==> config.mk <==
export PLATFORM = sky130hd
export DESIGN_NAME = vga_fb_reader
export DESIGN_NICKNAME = d
export VERILOG_FILES = /design/src/rtl/vga_pkg.sv /design/src/rtl/vga_sync_gen.sv /design/src/rtl/vga_fb_reader.sv
export SDC_FILE = /design/constraint.sdc
export NUM_CORES = 1
export LEC_CHECK = 0
export ABC_AREA = 1
export ABC_CLOCK_PERIOD_IN_PS = 1570
export CORE_MARGIN = 2
export CORE_UTILIZATION = 57
export DETAILED_ROUTE_END_ITERATION = 16
export GPL_ROUTABILITY_DRIVEN = 0
export MAX_ROUTING_LAYER = met4
export PLACE_DENSITY = 0.79
export SYNTH_ARGS = -nofsm -noshare
export SYNTH_HDL_FRONTEND = slang
export SYNTH_SLANG_ARGS = --single-unit
==> constraint.sdc <==
create_clock -name clk -period 1.57 [get_ports clk]
set_input_delay 0.2355 -clock clk [delete_from_list [all_inputs] [get_ports clk]]
set_output_delay 0.2355 -clock clk [all_outputs]
set_load 0.01 [all_outputs]
==> src/rtl/vga_pkg.sv <==
// rtl/vga_pkg.sv - shared VGA timing, framebuffer geometry and colour constants
package vga_pkg;

  localparam int VGA_AW         = 15;
  localparam int VGA_DW         = 3;
  localparam int VGA_CW         = 10;

  localparam int FB_W           = 160;
  localparam int FB_H           = 120;
  localparam int FB_SCALE_LOG2  = 2;

  localparam int H_ACTIVE       = 640;
  localparam int H_FP           = 16;
  localparam int H_SYNC         = 96;
  localparam int H_BP           = 48;
  localparam int H_TOTAL        = H_ACTIVE + H_FP + H_SYNC + H_BP;

  localparam int V_ACTIVE       = 480;
  localparam int V_FP           = 10;
  localparam int V_SYNC         = 2;
  localparam int V_BP           = 33;
  localparam int V_TOTAL        = V_ACTIVE + V_FP + V_SYNC + V_BP;

  localparam logic [2:0] COLOUR_BLACK = 3'b000;
  localparam logic [2:0] COLOUR_WHITE = 3'b111;

endpackage

==> src/rtl/vga_sync_gen.sv <==
// rtl/vga_sync_gen.sv - h/v raster counters with raw sync, active flag and vblank tick
module vga_sync_gen
  import vga_pkg::*;
#(
  parameter int P_H_ACTIVE = H_ACTIVE,
  parameter int P_H_FP     = H_FP,
  parameter int P_H_SYNC   = H_SYNC,
  parameter int P_H_BP     = H_BP,
  parameter int P_V_ACTIVE = V_ACTIVE,
  parameter int P_V_FP     = V_FP,
  parameter int P_V_SYNC   = V_SYNC,
  parameter int P_V_BP     = V_BP
) (
  input  logic              clk,
  input  logic              rst,
  output logic [VGA_CW-1:0] h,
  output logic [VGA_CW-1:0] v,
  output logic              active,
  output logic              hs_raw,
  output logic              vs_raw,
  output logic              vblank_tick
);

  localparam int HT = P_H_ACTIVE + P_H_FP + P_H_SYNC + P_H_BP;
  localparam int VT = P_V_ACTIVE + P_V_FP + P_V_SYNC + P_V_BP;

  localparam logic [VGA_CW-1:0] H_LAST     = VGA_CW'(HT - 1);
  localparam logic [VGA_CW-1:0] V_LAST     = VGA_CW'(VT - 1);
  localparam logic [VGA_CW-1:0] H_ACT      = VGA_CW'(P_H_ACTIVE);
  localparam logic [VGA_CW-1:0] V_ACT      = VGA_CW'(P_V_ACTIVE);
  localparam logic [VGA_CW-1:0] HS_START   = VGA_CW'(P_H_ACTIVE + P_H_FP);
  localparam logic [VGA_CW-1:0] HS_END     = VGA_CW'(P_H_ACTIVE + P_H_FP + P_H_SYNC);
  localparam logic [VGA_CW-1:0] VS_START   = VGA_CW'(P_V_ACTIVE + P_V_FP);
  localparam logic [VGA_CW-1:0] VS_END     = VGA_CW'(P_V_ACTIVE + P_V_FP + P_V_SYNC);

  logic [VGA_CW-1:0] h_q, h_d;
  logic [VGA_CW-1:0] v_q, v_d;

  always_ff @(posedge clk or negedge rst) begin
    if (!rst) begin
      h_q <= '0;
      v_q <= '0;
    end else begin
      h_q <= h_d;
      v_q <= v_d;
    end
  end

  always_comb begin
    h_d = h_q + VGA_CW'(1);
    v_d = v_q;
    if (h_q == H_LAST) begin
      h_d = '0;
      v_d = (v_q == V_LAST) ? '0 : v_q + VGA_CW'(1);
    end
  end

  // Decodes of the counter registers; the top adds the pipeline delay.
  assign h           = h_q;
  assign v           = v_q;
  assign active      = (h_q < H_ACT) && (v_q < V_ACT);
  assign hs_raw      = !((h_q >= HS_START) && (h_q < HS_END));
  assign vs_raw      = !((v_q >= VS_START) && (v_q < VS_END));
  assign vblank_tick = (h_q == '0) && (v_q == V_ACT);

endmodule

==> src/rtl/vga_fb_reader.sv <==
// rtl/vga_fb_reader.sv - framebuffer scan-out: address generation, sync delay line, colour register
module vga_fb_reader
  import vga_pkg::*;
#(
  parameter int AW         = VGA_AW,
  parameter int DW         = VGA_DW,
  parameter int P_FB_W     = FB_W,
  parameter int SCALE_LOG2 = FB_SCALE_LOG2,
  parameter int P_H_ACTIVE = H_ACTIVE,
  parameter int P_H_FP     = H_FP,
  parameter int P_H_SYNC   = H_SYNC,
  parameter int P_H_BP     = H_BP,
  parameter int P_V_ACTIVE = V_ACTIVE,
  parameter int P_V_FP     = V_FP,
  parameter int P_V_SYNC   = V_SYNC,
  parameter int P_V_BP     = V_BP
) (
  input  logic          clk,
  input  logic          rst,
  output logic [AW-1:0] mem_rd_addr,
  output logic          mem_rd_en,
  input  logic [DW-1:0] mem_rd_data,
  output logic          vga_hsync,
  output logic          vga_vsync,
  output logic          vga_r,
  output logic          vga_g,
  output logic          vga_b,
  output logic          vblank_tick
);

  localparam int HT = P_H_ACTIVE + P_H_FP + P_H_SYNC + P_H_BP;
  localparam int VT = P_V_ACTIVE + P_V_FP + P_V_SYNC + P_V_BP;

  localparam logic [VGA_CW-1:0] H_LAST     = VGA_CW'(HT - 1);
  localparam logic [VGA_CW-1:0] V_LAST     = VGA_CW'(VT - 1);
  localparam logic [VGA_CW-1:0] V_ACT_LAST = VGA_CW'(P_V_ACTIVE - 1);
  localparam logic [VGA_CW-1:0] ROW_MASK   = VGA_CW'((1 << SCALE_LOG2) - 1);
  localparam logic [AW-1:0]     ROW_STEP   = AW'(P_FB_W);

  logic [VGA_CW-1:0] h, v;
  logic              active, hs_raw, vs_raw;

  vga_sync_gen #(
    .P_H_ACTIVE (P_H_ACTIVE),
    .P_H_FP     (P_H_FP),
    .P_H_SYNC   (P_H_SYNC),
    .P_H_BP     (P_H_BP),
    .P_V_ACTIVE (P_V_ACTIVE),
    .P_V_FP     (P_V_FP),
    .P_V_SYNC   (P_V_SYNC),
    .P_V_BP     (P_V_BP)
  ) u_sync (
    .clk         (clk),
    .rst         (rst),
    .h           (h),
    .v           (v),
    .active      (active),
    .hs_raw      (hs_raw),
    .vs_raw      (vs_raw),
    .vblank_tick (vblank_tick)
  );

  logic [AW-1:0] row_base_q, row_base_d;
  logic [AW-1:0] addr_q, addr_d;
  logic          rd_en_q, rd_en_d;
  logic          act2_q, act2_d;
  logic [2:0]    hs_q, hs_d;
  logic [2:0]    vs_q, vs_d;
  logic [DW-1:0] rgb_q, rgb_d;

  always_ff @(posedge clk or negedge rst) begin
    if (!rst) begin
      row_base_q <= '0;
      addr_q     <= '0;
      rd_en_q    <= 1'b0;
      act2_q     <= 1'b0;
      hs_q       <= 3'b111;
      vs_q       <= 3'b111;
      rgb_q      <= '0;
    end else begin
      row_base_q <= row_base_d;
      addr_q     <= addr_d;
      rd_en_q    <= rd_en_d;
      act2_q     <= act2_d;
      hs_q       <= hs_d;
      vs_q       <= vs_d;
      rgb_q      <= rgb_d;
    end
  end

  // row_base steps one framebuffer row after every SCALE lines, avoiding a v*FB_W multiply.
  always_comb begin
    row_base_d = row_base_q;
    if (h == H_LAST) begin
      if (v == V_LAST) begin
        row_base_d = '0;
      end else if (((v & ROW_MASK) == ROW_MASK) && (v < V_ACT_LAST)) begin
        row_base_d = row_base_q + ROW_STEP;
      end
    end
  end

  always_comb begin
    addr_d  = addr_q;
    rd_en_d = active;
    if (active) begin
      addr_d = row_base_q + AW'(h >> SCALE_LOG2);
    end
  end

  // Stage N+2 active flag qualifies the RAM data arriving in the same cycle.
  always_comb begin
    act2_d = rd_en_q;
    hs_d   = {hs_q[1:0], hs_raw};
    vs_d   = {vs_q[1:0], vs_raw};
    rgb_d  = act2_q ? mem_rd_data : DW'(COLOUR_BLACK);
  end

  assign mem_rd_addr = addr_q;
  assign mem_rd_en   = rd_en_q;
  assign vga_hsync   = hs_q[2];
  assign vga_vsync   = vs_q[2];
  assign vga_r       = rgb_q[2];
  assign vga_g       = rgb_q[1];
  assign vga_b       = rgb_q[0];

endmodule

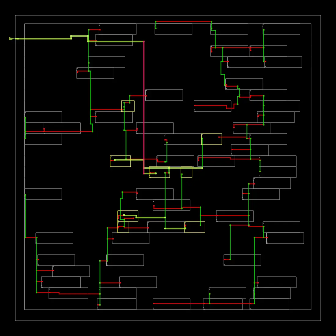
(clock wiring as the flow saved it)
clock latency on the worst-skew pair: 310 ps
worst clock skew: 11.2 ps
final-layout clock buffer total: 5
clk sinks: 56

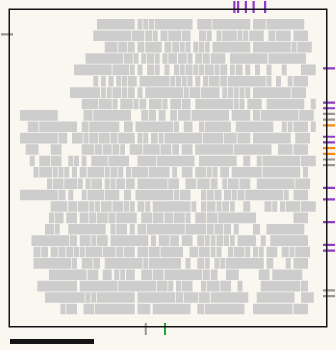
(I/O pins on the die edge)
The bar under the picture is 20 um long. Pins as bars across the die edge, other pins in gray.
[`vblank_tick`] green | pins: 1 | direction: output | edge: bottom
[`mem_rd_addr`] purple | pins: 15 | direction: output | edge: 10 right, 5 top
[`mem_rd_data`] orange | pins: 3 | direction: input | edge: right
all pins by edge: 19 right, 5 top, 2 bottom, 1 left
die width: 75.5 um
Die Ht: 75.5 um
number of buffers added on ports: 26

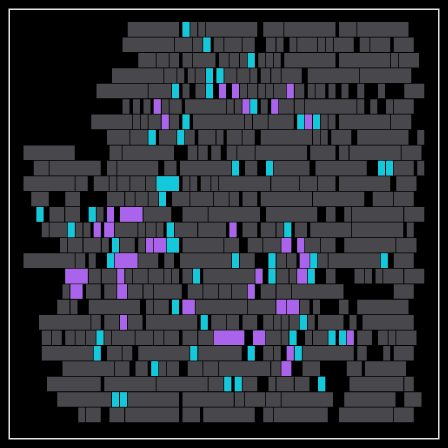
(logic cells by family)
[nor cells] purple | cells: 35 | most used: nor2_1
[inv cells] cyan | cells: 51 | most used: inv_1
Comb area share: 36.9%
most used logic cell in the final layout: nand2_1
Non-Filler Instances: 508

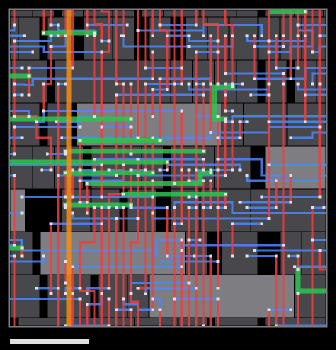
(close-up of the layout)
The bar under the picture is 5 um long. Region (28, 43) to (48, 63) um. Cells in gray, sequential cells in the stronger gray; small squares are vias.
[M1] blue
[M2] red
[M3] green
[M4] orange
most frequent: nand2_1 (12), inv_1 (7)
sequential cells in the window: 3
netlist names of flops here include: `row_base_q` (2), `u_sync.h` (1)
cells with their middle in the window: 47

==> run_results.csv <==
group,metric,value,unit
outcome,outcome,"finished with violations",
outcome,failed_checks,"setup timing",
synthesis,fp_nets,365,
route,dr.first_iter.drc_count,267,
cells_and_area,antenna_cells,0,
grt,grt_pass1_wl,9.91,mm
synthesis,yosys-top-cells-count,"nand2_1 (92), dfrtp_1 (50), inv_1 (48), o21ai_0 (28), nand3_1 (25)",
route,drtAntennaViolNets,0,
worst_setup_path,crit_path_top_delay_cell,"dfrtp_1",
worst_setup_path,crit_end,"vblank_tick",
place,place_area,3610,um^2
worst_setup_path,reg2reg_depth,10,
synthesis,logic_family,"simple AND/OR/NAND/NOR gates",
final_timing,relSlewSlack,80.1,%
grt,busiest_layer,"met2",
cells_and_area,fin_util,79.7,%
cells_and_area,drive_gt1_share,28.8,%
pwr,p_comb,56.8,uW
route,vias_per_cell,5.47,
cells_and_area,largest_reg_flops,15,
final_timing,hold_violations,0,
floorplanning,row_count,26,
synthesis,ys_warn_count,0,
route,dr_total_vias,2777,
final_timing,slew_viol_final,0,
final_timing,rsz0062_at_grt,"true",
cells_and_area,buffers,83,
grt,antenna_found_initial,0,
pwr,swShare,22.4,%
worst_setup_path,r2r_start,"u_sync.v[0]",
clocking,htreeDepth,2,
worst_setup_path,critPathCaptureType,"primary output",
clocking,cts_tree,"built",
final_timing,period_needed,1720,ps
final_timing,setup_viol,6,
synthesis,numSynthFlops,56,
cells_and_area,seq_share,35.3,%
pwr,power_leader,"registers",
cells_and_area,final_cell_area,3990,um^2
cells_and_area,num-multi-input-gates,240,
worst_setup_path,cp-start-kind,"flop",
worst_setup_path,arrival,1480,ps
pwr,p_clk_share,34.7,%
route,routed_wl,7.35,mm
cells_and_area,largestClassByArea,"combinational gates",
grt,grt_max_degree,57,
grt,grt_util_all_layers,23.3,%
pwr,power_density,576,nW/um^2
pwr,finalPower,2.30,mW
flow_run,drv_cap,0,
worst_setup_path,path_depth,5,
cells_and_area,buffer_area_share,18.3,%
pwr,irDropWorstVdd,379,uV
clocking,cts_setup_buffers,2,
synthesis,ys_cells,352,
synthesis,synth_adder_area_share,3.43,%
final_timing,fin_hold_ws,363,ps
place,place_inst,489,
route,drt_pre_antenna_iters,5,
route,top_layer,"met4",
clocking,cts.path.max_buffers,2,
synthesis,syn_area,2910,um^2
worst_setup_path,critical_path_class,"reg -> out",
synthesis,top_cells_by_area,"dfrtp_1 (43%), nand2_1 (12%), inv_1 (6.2%)",
floorplanning,floorplan.core_util,58.2,%
synthesis,synthDistinctLibCells,32,
floorplanning,die-area,5700,um^2
clocking,ctsResizeCount,13,
synthesis,ys_sh_xor,3.31,%
worst_setup_path,critical_path.top_delay_family,"flip-flops",
worst_setup_path,path_max_fanout,2,
cells_and_area,flop-count,56,
pwr,intPower,1.79,mW
pwr,powerSeq,1.45,mW
final_timing,layout_setup_ws,-146,ps
grt,use_met2,39.7,%
grt,grtUsageMet3,4.37,%
worst_setup_path,crit_path_start,"u_sync.h[0]",
floorplanning,nWellTaps,70,
worst_setup_path,worst_ep_required_time,1330,ps
cells_and_area,final_cell_mix,"nand2_1 (83), dfrtp_1 (50), buf_4 (49)",
synthesis,async_reset_ff_share,100,%
cells_and_area,flop_area,1410,um^2
final_timing,tightestPinTransition,296,ps
place,dp.final_hpwl,4.49,mm
final_timing,finalCritPeriodShare,109,%
final_timing,finalSetupTns,-228,ps
route,wire_per_inst,14.5,um
cells_and_area,inverters,51,
synthesis,synth_top_cell_by_area,"dfrtp_1",
worst_setup_path,path_buffers,2,
grt,grt_pass1_vias,2282,
synthesis,yosys.area_share.aoi,8.46,%
route,wl_met2,3.61,mm
final_timing,fmax,583,MHz
cells_and_area,fillers,308,
pwr,seq_power_share,62.9,%
synthesis,ys_area,2910,um^2
synthesis,ys.flop_type,"dfrtp_1",
worst_setup_path,worstPathCellList,"inv_2 > ha_4 > nand4_1 > nor4b_2 > buf_2",
clocking,ctsHoldBuffers,1,
synthesis,muxShareOfSynthArea,0,%
synthesis,simple_gate_area_share,28.4,%
cells_and_area,clockNetworkAreaShare,2.32,%
synthesis,most_common_cell,"nand2_1",
place,post-place-ws,-292,ps
min_path,hold_start,"hs_q[0]",
pwr,combPwrFrac,2.5,%
min_path,hold_depth,0,
synthesis,edf_count,0,
worst_setup_path,r2r_slack,-60,ps
grt,grt_overflow,0,
pwr,leakage,1.88,nW
synthesis,synth_seq_share,48.3,%
min_path,hp-class,"reg -> reg",
pwr,clock_power,797,uW
cells_and_area,syn_to_final_growth,37.0,%
clocking,clk_pin_slew,100,ps
synthesis,syn_inst,352,
synthesis,postSynthAreaPerCell,8.28,um^2
cells_and_area,layout.nets,450,
min_path,holdPathEnd,"hs_q[1]",
flow_run,warning_count,30,
Power figures rest on the tool's default switching activity, not on a simulated workload.
